`src/rtl/pfw_pkg.sv`:
```
// ============================================================================
// pfw_pkg: shared types and constants for pixel_frame_writer.      Rev 1.0
// ============================================================================
`default_nettype none

package pfw_pkg;

  typedef enum logic [1:0] {
    S_IDLE   = 2'd0,
    S_ACCEPT = 2'd1,
    S_DRAIN  = 2'd2,
    S_DONE   = 2'd3
  } pfw_state_e;

  localparam int PIX_PER_WORD = 4;
  localparam int LANE_W       = 8;
  localparam int WORD_W       = PIX_PER_WORD * LANE_W;

endpackage

`default_nettype wire

```
`src/rtl/pfw_word_fifo.sv`:
```
// ============================================================================
// pfw_word_fifo: first-word-fall-through synchronous word FIFO.     Rev 1.0
// ============================================================================
`default_nettype none

module pfw_word_fifo
  import pfw_pkg::*;
#(
  parameter int DEPTH = 4
) (
  input  logic              clk,
  input  logic              rst,
  input  logic              push,
  input  logic              pop,
  input  logic [WORD_W-1:0] din,
  output logic              full,
  output logic              empty,
  output logic [WORD_W-1:0] dout
);

  localparam int AW = $clog2(DEPTH);

  logic [WORD_W-1:0] mem_q [DEPTH];
  logic [AW-1:0]     wr_ptr_q, wr_ptr_d;
  logic [AW-1:0]     rd_ptr_q, rd_ptr_d;
  logic [AW:0]       count_q, count_d;
  logic              do_push, do_pop;

  assign full    = (count_q == (AW+1)'(DEPTH));
  assign empty   = (count_q == '0);
  assign do_push = push && !full;
  assign do_pop  = pop && !empty;
  assign dout    = mem_q[rd_ptr_q];

  always_comb begin
    wr_ptr_d = wr_ptr_q + AW'(do_push);
    rd_ptr_d = rd_ptr_q + AW'(do_pop);
    count_d  = count_q + (AW+1)'(do_push) - (AW+1)'(do_pop);
  end

  always_ff @(posedge clk) begin
    if (rst) begin
      wr_ptr_q <= '0;
      rd_ptr_q <= '0;
      count_q  <= '0;
    end else begin
      wr_ptr_q <= wr_ptr_d;
      rd_ptr_q <= rd_ptr_d;
      count_q  <= count_d;
    end
  end

  // Storage needs no reset; the read side is gated by empty.
  always_ff @(posedge clk) begin
    if (do_push) mem_q[wr_ptr_q] <= din;
  end

endmodule

`default_nettype wire

```
`src/rtl/pixel_frame_writer.sv`:
```
// ============================================================================
// pixel_frame_writer: packs 8-bit pixels into 32-bit frame-memory word writes.
// Optional feature macro PIXEL_FRAME_WRITER_CHECKSUM_EN adds frame_sum. Rev 1.0
// ============================================================================
`default_nettype none

module pixel_frame_writer
  import pfw_pkg::*;
#(
  parameter int IMG_W      = 64,
  parameter int IMG_H      = 64,
  parameter int ADDR_W     = 12,
  parameter int FIFO_DEPTH = 4
) (
  input  logic                     clk,
  input  logic                     rst,
  input  logic                     start,
  input  logic [ADDR_W-1:0]        base_addr,
  input  logic                     pix_valid,
  input  logic [LANE_W-1:0]        pix_data,
  output logic                     pix_ready,
  output logic                     wr_valid,
  input  logic                     wr_ready,
  output logic [ADDR_W-1:0]        wr_addr,
  output logic [WORD_W-1:0]        wr_data,
  output logic                     busy,
  output logic                     frame_done,
  output logic [$clog2(IMG_W)-1:0] col,
  output logic [$clog2(IMG_H)-1:0] row
`ifdef PIXEL_FRAME_WRITER_CHECKSUM_EN
  ,
  output logic [15:0]              frame_sum
`endif
);

  localparam int COL_W       = $clog2(IMG_W);
  localparam int ROW_W       = $clog2(IMG_H);
  localparam int LANE_CW     = $clog2(PIX_PER_WORD);
  localparam int PACK_W      = (PIX_PER_WORD - 1) * LANE_W;
  localparam int TOTAL_WORDS = IMG_W * IMG_H / PIX_PER_WORD;

  localparam logic [COL_W-1:0]   COL_LAST  = COL_W'(IMG_W - 1);
  localparam logic [ROW_W-1:0]   ROW_LAST  = ROW_W'(IMG_H - 1);
  localparam logic [LANE_CW-1:0] LANE_LAST = LANE_CW'(PIX_PER_WORD - 1);
  localparam logic [ADDR_W-1:0]  WORD_LAST = ADDR_W'(TOTAL_WORDS - 1);

  pfw_state_e         state_q, state_d;
  logic [COL_W-1:0]   col_q, col_d;
  logic [ROW_W-1:0]   row_q, row_d;
  logic [LANE_CW-1:0] lane_q, lane_d;
  logic [PACK_W-1:0]  pack_q, pack_d;
  logic [ADDR_W-1:0]  wr_addr_q, wr_addr_d;
  logic [ADDR_W-1:0]  wr_cnt_q, wr_cnt_d;
  logic               busy_q, busy_d;
  logic               frame_done_q, frame_done_d;

  logic               fifo_full, fifo_empty, fifo_push;
  logic [WORD_W-1:0]  fifo_dout;
  logic               pix_acc, wr_acc, last_pix, last_word, arm;

  assign pix_ready  = (state_q == S_ACCEPT) && !fifo_full;
  assign pix_acc    = pix_valid && pix_ready;
  assign wr_valid   = !fifo_empty;
  assign wr_acc     = wr_valid && wr_ready;
  assign wr_data    = fifo_empty ? '0 : fifo_dout;
  assign wr_addr    = wr_addr_q;
  assign busy       = busy_q;
  assign frame_done = frame_done_q;
  assign col        = col_q;
  assign row        = row_q;

  assign arm       = (state_q == S_IDLE) && start;
  assign last_pix  = pix_acc && (col_q == COL_LAST) && (row_q == ROW_LAST);
  // The final handshake itself moves DRAIN to DONE, so frame_done follows it by one cycle.
  assign last_word = wr_acc && (wr_cnt_q == WORD_LAST);
  assign fifo_push = pix_acc && (lane_q == LANE_LAST);

  pfw_word_fifo #(
    .DEPTH (FIFO_DEPTH)
  ) u_fifo (
    .clk   (clk),
    .rst   (rst),
    .push  (fifo_push),
    .pop   (wr_acc),
    .din   ({pix_data, pack_q}),
    .full  (fifo_full),
    .empty (fifo_empty),
    .dout  (fifo_dout)
  );

  always_comb begin
    state_d   = state_q;
    col_d     = col_q;
    row_d     = row_q;
    lane_d    = lane_q;
    pack_d    = pack_q;
    wr_addr_d = wr_addr_q;
    wr_cnt_d  = wr_cnt_q;

    unique case (state_q)
      S_IDLE:   if (start)     state_d = S_ACCEPT;
      S_ACCEPT: if (last_pix)  state_d = S_DRAIN;
      S_DRAIN:  if (last_word) state_d = S_DONE;
      S_DONE:                  state_d = S_IDLE;
      default:                 state_d = S_IDLE;
    endcase

    if (arm) begin
      col_d     = '0;
      row_d     = '0;
      lane_d    = '0;
      wr_addr_d = base_addr;
      wr_cnt_d  = '0;
    end

    if (pix_acc) begin
      lane_d = lane_q + 1'b1;
      // Earliest pixel shifts down toward bits [7:0] as later ones arrive.
      pack_d = {pix_data, pack_q[PACK_W-1:LANE_W]};
      if (col_q == COL_LAST) begin
        col_d = '0;
        row_d = (row_q == ROW_LAST) ? '0 : row_q + 1'b1;
      end else begin
        col_d = col_q + 1'b1;
      end
    end

    if (wr_acc) begin
      wr_addr_d = wr_addr_q + 1'b1;
      wr_cnt_d  = wr_cnt_q + 1'b1;
    end

    busy_d       = (state_d == S_ACCEPT) || (state_d == S_DRAIN);
    frame_done_d = (state_d == S_DONE);
  end

  always_ff @(posedge clk) begin
    if (rst) begin
      state_q      <= S_IDLE;
      col_q        <= '0;
      row_q        <= '0;
      lane_q       <= '0;
      pack_q       <= '0;
      wr_addr_q    <= '0;
      wr_cnt_q     <= '0;
      busy_q       <= 1'b0;
      frame_done_q <= 1'b0;
    end else begin
      state_q      <= state_d;
      col_q        <= col_d;
      row_q        <= row_d;
      lane_q       <= lane_d;
      pack_q       <= pack_d;
      wr_addr_q    <= wr_addr_d;
      wr_cnt_q     <= wr_cnt_d;
      busy_q       <= busy_d;
      frame_done_q <= frame_done_d;
    end
  end

`ifdef PIXEL_FRAME_WRITER_CHECKSUM_EN
  logic [15:0] sum_q, sum_d;

  always_comb begin
    sum_d = sum_q;
    if (arm)          sum_d = '0;
    else if (pix_acc) sum_d = sum_q + 16'(pix_data);
  end

  always_ff @(posedge clk) begin
    if (rst) sum_q <= '0;
    else     sum_q <= sum_d;
  end

  assign frame_sum = sum_q;
`endif

endmodule

`default_nettype wire
```
`config.mk`:
```
export PLATFORM = sky130hd
export DESIGN_NAME = pixel_frame_writer
export DESIGN_NICKNAME = d
export VERILOG_FILES = /design/src/rtl/pfw_pkg.sv /design/src/rtl/pfw_word_fifo.sv /design/src/rtl/pixel_frame_writer.sv
export SDC_FILE = /design/constraint.sdc
export NUM_CORES = 1
export LEC_CHECK = 0
export CAP_MARGIN = 20
export CORE_MARGIN = 2
export CORE_UTILIZATION = 48
export DETAILED_ROUTE_END_ITERATION = 8
export PLACE_DENSITY = 0.69
export SLEW_MARGIN = 5
export SYNTH_ARGS = -nofsm -noshare
export SYNTH_HDL_FRONTEND = slang
export SYNTH_SLANG_ARGS = --single-unit
```
`constraint.sdc`:
```
create_clock -name clk -period 5.6 [get_ports clk]
set_clock_uncertainty 0.2 [all_clocks]
set_input_delay 1.12 -clock clk [delete_from_list [all_inputs] [get_ports clk]]
set_output_delay 1.12 -clock clk [all_outputs]
set_load 0.1 [all_outputs]
```
==> run_1/met1.png <==
The bar under the picture is 50 um long. Supply wires on this layer in gray.
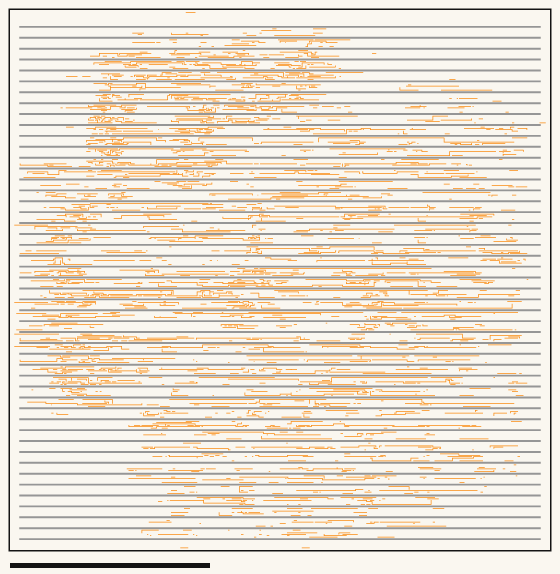
longest straight run: 42.8 um
share of all routed wire: 44%
nets with wire on the layer: 670
GR Util met1: 26.14%
number of vias in the routed layout: 5262
total routed wirelength: 16620 um

==> run_1/met2.png <==
The bar under the picture is 50 um long.
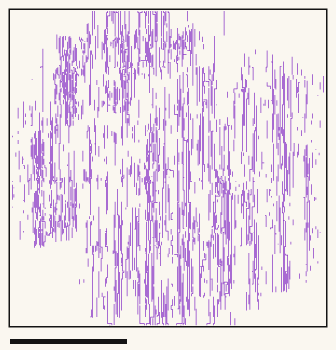
longest straight run: 54.4 um
share of all routed wire: 49%
main direction: vertical
nets with wire on the layer: 626
met2 global-route usage: 31.22%

==> impl_summary.log, run 1 <==
[flow] summary of implementation run
INFO  metric clk_pin_slew = 0.06 ns
INFO  metric worstReg2RegEnd = u_fifo.mem_q[2][24]
INFO  metric place_congestion = roughly 0.8
INFO  metric die-area = 18160 um2
INFO  metric post_route_cells_drive_above_1_share = 12.69%
INFO  metric dr.max_layer_used = met4
INFO  metric initialDrtViolationCount = approximately 360
INFO  metric clock_sink_count = 201
INFO  metric layout_top_cell = edfxtp_1
INFO  metric comb_share = 27.48%
INFO  metric grt_first_pass_wirelength = 27060 um
INFO  metric floorplanUtilization = 49.33%
INFO  metric grt_pass1_vias = 5158
INFO  metric outcome = completed
INFO  metric met3_routed_wirelength = 988 um
INFO  metric slew_headroom = 29.79%
INFO  metric cpMaxStageDelayCell = clkdlybuf4s50_1
INFO  metric final.period_utilization = about four fifths
INFO  metric layout.cells.largest_class = registers
INFO  metric clock_tree.root_cell = clkbuf_16
INFO  metric p_leak = between 3 and 4 nW
INFO  metric yosys.area.top_type = edfxtp_1
INFO  metric insertion_delay = 0.48 ns
INFO  metric io_pins = 85
INFO  metric fmax = ~0.22 GHz
INFO  metric h_tree_lvl_count = 1
INFO  metric syn_area = ~8200 um2
INFO  metric regToRegStartpoint = u_fifo.count_q[1]
INFO  metric area.sequential = 5306 um2
INFO  metric detail_route.vias_per_cell = 5.616
INFO  metric critical_path_required = 4.28 ns
INFO  metric grt_setup_unrepaired = no
INFO  metric drc = 0
INFO  metric wl_met2 = 8162 um
INFO  metric common_cells = edfxtp_1, dfxtp_1, nand2_1, a21oi_1, nor2b_1
INFO  metric whs_endpoint = lane_q[1]
INFO  metric grt_use_total = 18.70%
INFO  metric wl_met1 = 7234 um
INFO  metric initial_antenna_violation_count = 0
INFO  metric finalCriticalPeriod = around 4.5 ns
INFO  metric critPathKind = reg2out
INFO  metric setup.reg_to_reg.worst_slack = between 2 and 3 ns
INFO  metric die_width = around 130 um
INFO  metric yosys.cell_types.count = 54
INFO  metric yosys.area.top_type_share = 46.82%
INFO  metric yosys-stat-cells = 619
INFO  metric num_tap_cells = around 220
INFO  metric hold_path_startpoint = lane_q[1]
INFO  metric maxCapViolCount = 0
INFO  metric postSynthSeqShare = 64.62%
INFO  metric sh_seq_area = 53.27%
INFO  metric worst-r2r-cell-count = 5
INFO  metric drt.antenna.violating_nets = 0
INFO  metric buffers_inserted_by_post_cts_timing_repair = 0
INFO  metric arrival = 3.18 ns
INFO  metric core_region_area = approximately 17000 um2
INFO  metric finish.net_count = between 700 and 800
==> run_1/met3.png <==
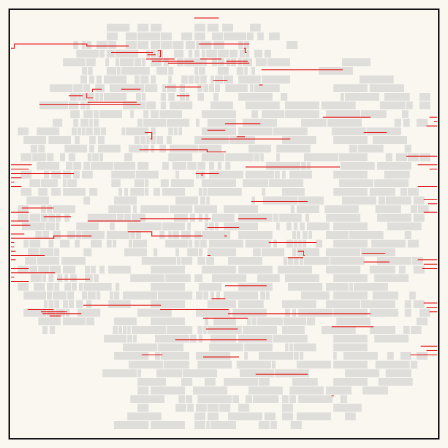
nets with wire on the layer: 82
main direction: horizontal
longest straight run: 44.6 um
share of all routed wire: 5.9%
global routing usage on met3: 2.778%

==> run_1/met4.png <==
The bar under the picture is 50 um long. Supply wires on this layer in gray.
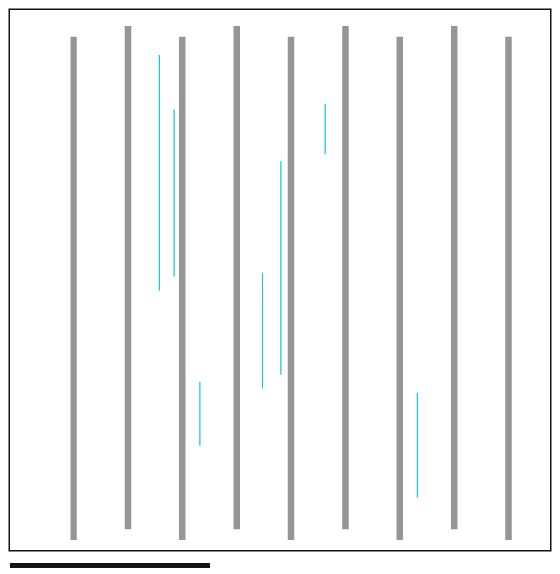
main direction: vertical
nets with wire on the layer: 4
share of all routed wire: 1.4%

==> run 1: state kept, by name, summed over array words and instances, names as in the netlist <==
register	cells
u_fifo.mem_q	128
u_fifo.wr_ptr_q	2
col	6
pack_q	24
u_fifo.count_q	3
state_q	2
frame_done	1
row	6
busy	1
u_fifo.rd_ptr_q	2
wr_cnt_q	12
lane_q	2
wr_addr	12
==> run 1: worst max path at each step <==
stage	startpoint	depth (start not counted)	to	slack, ns
3_5_place_dp	pix_valid	6	u_fifo.mem_q[2][30]	1.52
6_report	u_fifo.rd_ptr_q[0]	4	wr_data[6]	1.10
2_1_floorplan	pix_valid	4	u_fifo.mem_q[0][0]	1.10
3_3_place_gp	u_fifo.rd_ptr_q[0]	4	wr_data[6]	1.54
5_1_grt	u_fifo.rd_ptr_q[0]	4	wr_data[9]	0.90
4_1_cts	u_fifo.rd_ptr_q[0]	4	wr_data[6]	1.00
==> run 1: worst min-delay path: stages, from the launching register on <==
cell and delay [ns]:
dfxtp_1 0.31, nand3_1 0.06, a21oi_1 0.06
==> run 1: through the flow <==
step	std cells	total power [mW]	cell area [um2]	hold slack (ns)	worst slack, ns
finish	937	5.238	9961	0.2765	1.095
global route	937	5.430	9961	0.3096	0.8963
CTS	937	5.288	9961	0.2777	1.003
detailed placement	900	3.969	9311	0.2698	1.520
global placement	900	3.948	9311	0.2591	1.541
floorplan	619	3.482	8209	0.2516	1.102
==> run 1: where the power goes <==
part           total [mW]  switching [mW]  internal (mW)
clock                1.32           0.531          0.786
combinational        2.23            1.65          0.579
sequential           1.69          0.0840           1.61
==> run 1: cells by family after synthesis <==
family,share of synthesized area [%]
flip-flops,64.62
XOR/XNOR,0.5334
buffers and inverters,2.408
adder cells (fa/ha/maj),1.768
AND/OR/NAND/NOR,13.95
multiplexers,8.779
AND-OR/OR-AND,7.941
==> run 2: changes to the inputs <==
--- a/config.mk
+++ b/config.mk
@@ -9,7 +9,7 @@
 export CORE_MARGIN = 2
 export CORE_UTILIZATION = 48
 export DETAILED_ROUTE_END_ITERATION = 8
-export PLACE_DENSITY = 0.69
+export PLACE_DENSITY = 0.72
 export SLEW_MARGIN = 5
 export SYNTH_ARGS = -nofsm -noshare
 export SYNTH_HDL_FRONTEND = slang
==> constraint.sdc (replaced) <==
create_clock -name clk -period 4.13 [get_ports clk]
set_clock_uncertainty 0.2 [all_clocks]
set_input_delay 0.826 -clock clk [delete_from_list [all_inputs] [get_ports clk]]
set_output_delay 0.826 -clock clk [all_outputs]
set_load 0.1 [all_outputs]
==> run_2/met1.png <==
The bar under the picture is 50 um long. Supply wires on this layer in gray.
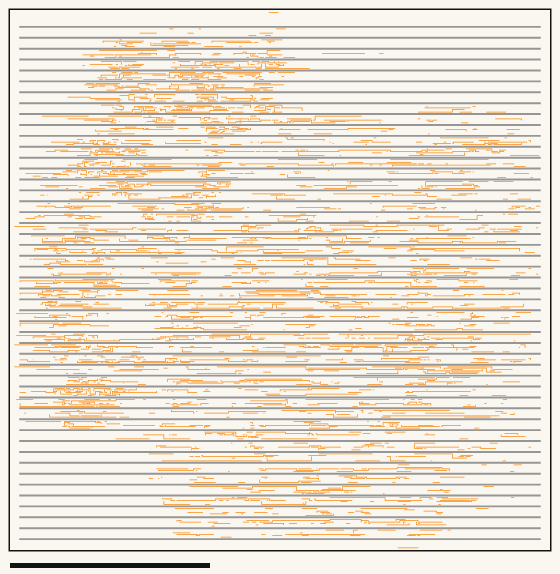
main direction: horizontal
longest straight run: 36.8 um
nets with wire on the layer: 677
GR Util met1: 25.06%
number of vias in the routed layout: 5273
total routed wirelength: 16570 um

==> run 2 against run 1 <==
Wire length shrank 0.28%. Sequential power grew 37%. Total power grew 38%. Sequential share of layout area is essentially flat. Cell count grew 0.11%. Flip-flop count is the same. Synthesized cell count is the same. Final area is essentially flat. Clock power grew 48%. Area after synthesis is the same. Largest power group unchanged. Highest routed layer unchanged.
==> impl_summary.log, run 2 <==
[flow] summary of implementation run
INFO  metric outcome = completed
INFO  metric yosys.area.top_type_share = 46.82%
INFO  metric insertion_delay = between 0.4 and 0.5 ns
INFO  metric buffers_inserted_by_post_cts_timing_repair = 0
INFO  metric power.density_cell_area = between 700 and 800 nW/um2
INFO  metric clk_pin_slew = 0.06 ns
INFO  metric largestRegisters = u_fifo.mem_q (128), pack_q (24)
INFO  metric regToRegStartpoint = u_fifo.count_q[1]
INFO  metric critPathKind = reg2out
INFO  metric synthToLayoutAreaGrowth = 21.26%
INFO  metric h_tree_lvl_count = 1
INFO  metric regMostFlops = u_fifo.mem_q
INFO  metric layout_cell_area_excl_fill = ~10000 um2
INFO  metric maxCapViolCount = 0
INFO  metric grt_max_degree = 46
INFO  metric clock_tree.buffer_depth = 3
INFO  metric grt_pass1_vias = 5371
INFO  metric post-route-worst-setup-slack = 0.6221 ns
INFO  metric whs_endpoint = lane_q[1]
INFO  metric worstSetupEndpoint = wr_data[16]
INFO  metric drt.antenna.violating_nets = 0
INFO  metric yosys.cell_types.count = 54
INFO  metric timing.critical_path.slowest_cell_delay = between 0.7 and 0.8 ns
INFO  metric synth_warnings = 0
INFO  metric synth.yosys.chip_area = around 8000 um2
INFO  metric detail_route.vias_per_cell = 5.622
INFO  metric postSynthSeqShare = 64.62%
INFO  metric worst-r2r-cell-count = 9
INFO  metric post-layout-total-power = just over 7 mW
INFO  metric cpMaxStageDelayCell = dfxtp_1
INFO  metric yosys-stat-cells = 619
INFO  metric grt_setup_unrepaired = no
INFO  metric setup_violations = 0
INFO  metric grt_first_pass_wirelength = 26960 um
INFO  metric synth.net_count = 655
INFO  metric die-area = 18160 um2
INFO  metric post-place-cells = 900
INFO  metric detail_route.first_pass.iterations = 5
INFO  metric critical_path_required = between 3 and 4 ns
INFO  metric slew_headroom = 27.82%
INFO  metric yosys.area.top_type = edfxtp_1
INFO  metric hold_violations = 0
INFO  metric synth-edff-count = 128
INFO  metric initialDrtViolationCount = 377
INFO  metric core_region_area = 16640 um2
INFO  metric timing.critical_path.from = u_fifo.rd_ptr_q[1]
INFO  metric io_pins = 85
INFO  metric postPlaceCellArea = 9216 um2
INFO  metric common_cells = edfxtp_1, dfxtp_1, nand2_1, a21oi_1, nor2b_1
INFO  metric post_route_cells_drive_above_1_share = 18.38%
INFO  metric clock_tree.root_cell = clkbuf_16
INFO  metric arrival = 2.48 ns
INFO  metric place_congestion = 0.8267
INFO  metric floorplanUtilization = 49.33%
INFO  metric layout_top_cell = edfxtp_1
INFO  metric finish.net_count = approximately 740
INFO  metric worstReg2RegEnd = u_fifo.count_q[2]
INFO  metric drc = 0
INFO  metric setup.reg_to_reg.worst_slack = around 1.2 ns
INFO  metric fmax = around 0.29 GHz
INFO  metric p_leak = approximately 3.3 nW
INFO  metric initial_antenna_violation_count = 0
INFO  metric die_width = 134.8 um
INFO  metric finalCriticalPeriod = 3.508 ns
INFO  metric instances_no_fill = 938
INFO  metric hold_path_startpoint = lane_q[1]
INFO  metric grt_use_total = 18.49%
INFO  metric largest_register_ff_count = 128
INFO  metric syn_area = 8209 um2
INFO  metric dp_worst_setup_slack = ~0.88 ns
INFO  metric hold_depth = 2
INFO  metric clock_sink_count = 201
INFO  metric final.period_utilization = 84.94%
run 2: cell counts after synthesis:
Identical to the previous run, type by type.
run 2: metal layers:
layer	vias up	track usage, %	wire [um]
li1	2491	-	-
met2	165	31.16	8244
met3	22	3.078	901
met1	2595	25.06	7186
met5	-	0	0
met4	0	4.971	241
run 2: worst max-delay path, delay by kind of cell, from the launching register on:
family        cells  cell delay (ns)
mux               1             0.25
simple gates      1             0.22
buf+inv           2             0.77
flops             1             0.74
run 2: power by group:
group          leakage [nW]  switching [mW]  internal [mW]  total [mW]
Sequential             1.75           0.127           2.18        2.31
Clock                 0.369           0.745           1.22        1.96
Combinational          1.17            2.24          0.726        2.96
run 2: layout make-up:
| cell class | count | area, um2 | area share, % |
|---|---|---|---|
| Multi-Input combinational cell | 372 | 2738 | 27.50 |
| Clock buffer | 26 | 596.8 | 5.995 |
| Inverter | 11 | 41.29 | 0.4148 |
| Clock inverter | 12 | 141.4 | 1.420 |
| Timing Repair Buffer | 96 | 855.8 | 8.597 |
| Tap cell | 220 | 275.3 | 2.765 |
| Sequential cell | 201 | 5306 | 53.31 |
run 2: kinds of logic after synthesis:
| logic type | Yosys count | share of synthesized area [%] |
|---|---|---|
| and+or+nand+nor | 216 | 13.95 |
| AOI/OAI and AO/OA | 108 | 7.941 |
| muxes | 32 | 8.779 |
| buffers and inverters | 46 | 2.408 |
| xor gates and xnor gates | 5 | 0.5334 |
| DFF | 201 | 64.62 |
| adders and majority gates | 11 | 1.768 |
run 2: through the flow:
stage / hold WS (ns) / util, %
CTS: 0.2964 / 59.82
global route: 0.3193 / 59.82
global placement: 0.2597 / 55.38
finish: 0.2917 / 59.82
detailed placement: 0.2882 / 55.38
floorplan: 0.2516 / -
==> run 3: changes to the inputs <==
--- a/config.mk
+++ b/config.mk
@@ -9,7 +9,7 @@
 export CORE_MARGIN = 2
 export CORE_UTILIZATION = 48
 export DETAILED_ROUTE_END_ITERATION = 8
-export PLACE_DENSITY = 0.72
+export PLACE_DENSITY = 0.69
 export SLEW_MARGIN = 5
 export SYNTH_ARGS = -nofsm -noshare
 export SYNTH_HDL_FRONTEND = slang
==> constraint.sdc (replaced) <==
create_clock -name clk -period 3.5 [get_ports clk]
set_clock_uncertainty 0.2 [all_clocks]
set_input_delay 0.7 -clock clk [delete_from_list [all_inputs] [get_ports clk]]
set_output_delay 0.7 -clock clk [all_outputs]
set_load 0.1 [all_outputs]
==> run_3/met4.png <==
The bar under the picture is 50 um long. Supply wires on this layer in gray.
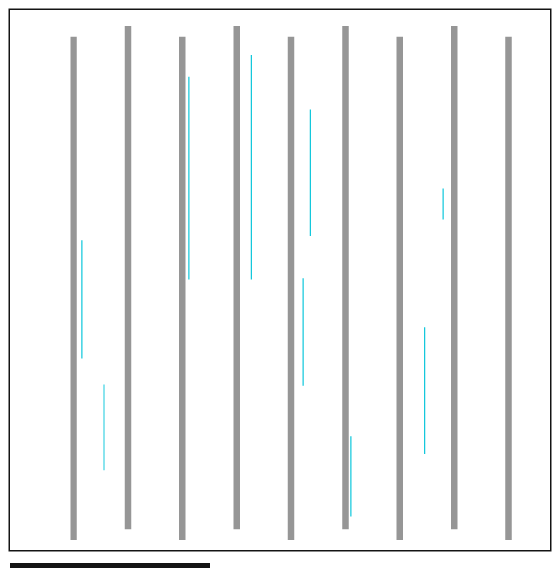
nets with wire on the layer: 6
wire length on this layer: 273 um
main direction: vertical
number of vias in the routed layout: 5254
total routed wirelength: 16710 um

==> run 3 against run 2 <==
Area after synthesis unchanged. Flip-flop count unchanged. Critical path depth unchanged. First-iteration DRC count decreased by 13%. Synthesized cell count unchanged. Via count decreased by 0.36%. Sequential power increased by 16%. Combinational power increased by 42%. Final area increased by 3.8%. Worst setup slack got worse by 0.25 ns. Cell count increased by 0.53%. Critical path type unchanged. Critical endpoint is now wr_data[15].
==> impl_summary.log, run 3 <==
[flow] summary of implementation run
INFO  metric outcome = completed
INFO  metric common_cells = edfxtp_1, dfxtp_1, nand2_1, a21oi_1, nor2b_1
INFO  metric critical_path_required = around 2.6 ns
INFO  metric final.period_utilization = 89.36%
INFO  metric clock_sink_count = 201
INFO  metric core_region_area = 16640 um2
INFO  metric die_width = 134.8 um
INFO  metric drt.antenna.violating_nets = 0
INFO  metric clock_tree.buffer_depth = 3
INFO  metric synth-edff-count = between 100 and 150
INFO  metric insertion_delay = 0.50 ns
INFO  metric layout_top_cell = edfxtp_1
INFO  metric hold_violations = 0
INFO  metric slew_headroom = 51.12%
INFO  metric grt_pass1_vias = 5339
INFO  metric power.density_cell_area = 885.6 nW/um2
INFO  metric h_tree_lvl_count = 1
INFO  metric p_leak = 3.449 nW
INFO  metric detail_route.first_pass.iterations = 4
INFO  metric clock_tree.root_cell = clkbuf_16
INFO  metric synth.net_count = 655
INFO  metric place_congestion = 0.8083
INFO  metric synthToLayoutAreaGrowth = 25.91%
INFO  metric layout_cell_area_excl_fill = 10340 um2
INFO  metric drc = 0
INFO  metric finish.net_count = 743
INFO  metric yosys.area.top_type_share = roughly 47%
INFO  metric utilization_of_the_core_after_routing = between 60 and 70%
INFO  metric floorplanUtilization = 49.33%
INFO  metric grt_setup_unrepaired = no
INFO  metric grt_max_degree = 34
INFO  metric finalCriticalPeriod = between 3 and 4 ns
INFO  metric arrival = 2.23 ns
INFO  metric fmax = 0.3197 GHz
INFO  metric setup_violations = 0
INFO  metric detail_route.vias_per_cell = between 5 and 6
INFO  metric grt_use_total = a little under a fifth
INFO  metric regMostFlops = u_fifo.mem_q
INFO  metric grt_first_pass_wirelength = 26880 um
INFO  metric largestRegisters = u_fifo.mem_q (128), pack_q (24)
INFO  metric synth_warnings = 0
INFO  metric area.sequential = 5306 um2
INFO  metric synth.yosys.chip_area = 8209 um2
INFO  metric clk_pin_slew = 0.06 ns
INFO  metric die-area = about 18000 um2
INFO  metric yosys-stat-cells = a little over 600
INFO  metric maxCapViolCount = 0
-- run 3: cell families (layout without fill, tap and decap cells) --
kind of cell | count (synthesis) | after routing | share of synthesized area, %
compound gates | 108 | 108 | 7.941
xor+xnor | 5 | 5 | 0.5334
fa+ha+maj | 11 | 11 | 1.768
buf+inv | 46 | 150 | 2.408
flops | 201 | 201 | 64.62
mux | 32 | 32 | 8.779
simple gates | 216 | 216 | 13.95
-- run 3: worst paths after layout --
check                startpoint                end  slack (ns)  cells past startpoint
max          u_fifo.rd_ptr_q[0]        wr_data[15]        0.37                      4
min                   lane_q[1]          lane_q[1]        0.28                      2
max reg2reg   u_fifo.count_q[2]  u_fifo.count_q[2]        0.97                      9
min reg2reg           lane_q[1]          lane_q[1]        0.28                      2
-- run 3: area by class of cell --
type,count,share of cell area (%)
clock inverters,12,1.198
well taps,220,2.663
inverters,11,0.3995
flip-flops and latches,201,51.34
clock buffers,28,5.835
repair buffers,99,12.08
multi-input cells,372,26.49
-- run 3: through the flow --
step	total power [mW]	hold slack, ns	TNS [ns]	setup WS [ns]	std cells
finish	9.154	0.2834	0	0.3723	943
global route	9.470	0.3113	0	0.2551	943
CTS	9.238	0.2870	0	0.3327	943
detailed placement	6.980	0.2784	0	0.4334	903
global placement	6.929	0.2592	0	0.5270	903
floorplan	5.571	0.2516	-36.99	-0.5781	619
-- run 3: worst max-delay path, stage by stage, from the launching register on --
cell and delay [ns]:
dfxtp_2 0.48, buf_12 0.29, mux4_2 0.58, nor2b_1 0.18, buf_12 0.19
-- run 3: per-layer routing --
layer	track usage, %	wire [um]
met5	0	0
met4	4.444	272
met1	24.04	7032
met3	2.890	752
met2	32.71	8654
-- run 3: where the power goes --
group | internal [mW] | switching [mW]
registers | 2.57 | 0.117
logic | 1.41 | 2.79
clock network | 1.37 | 0.890
Power figures rest on the tool's default switching activity, not on a simulated workload.
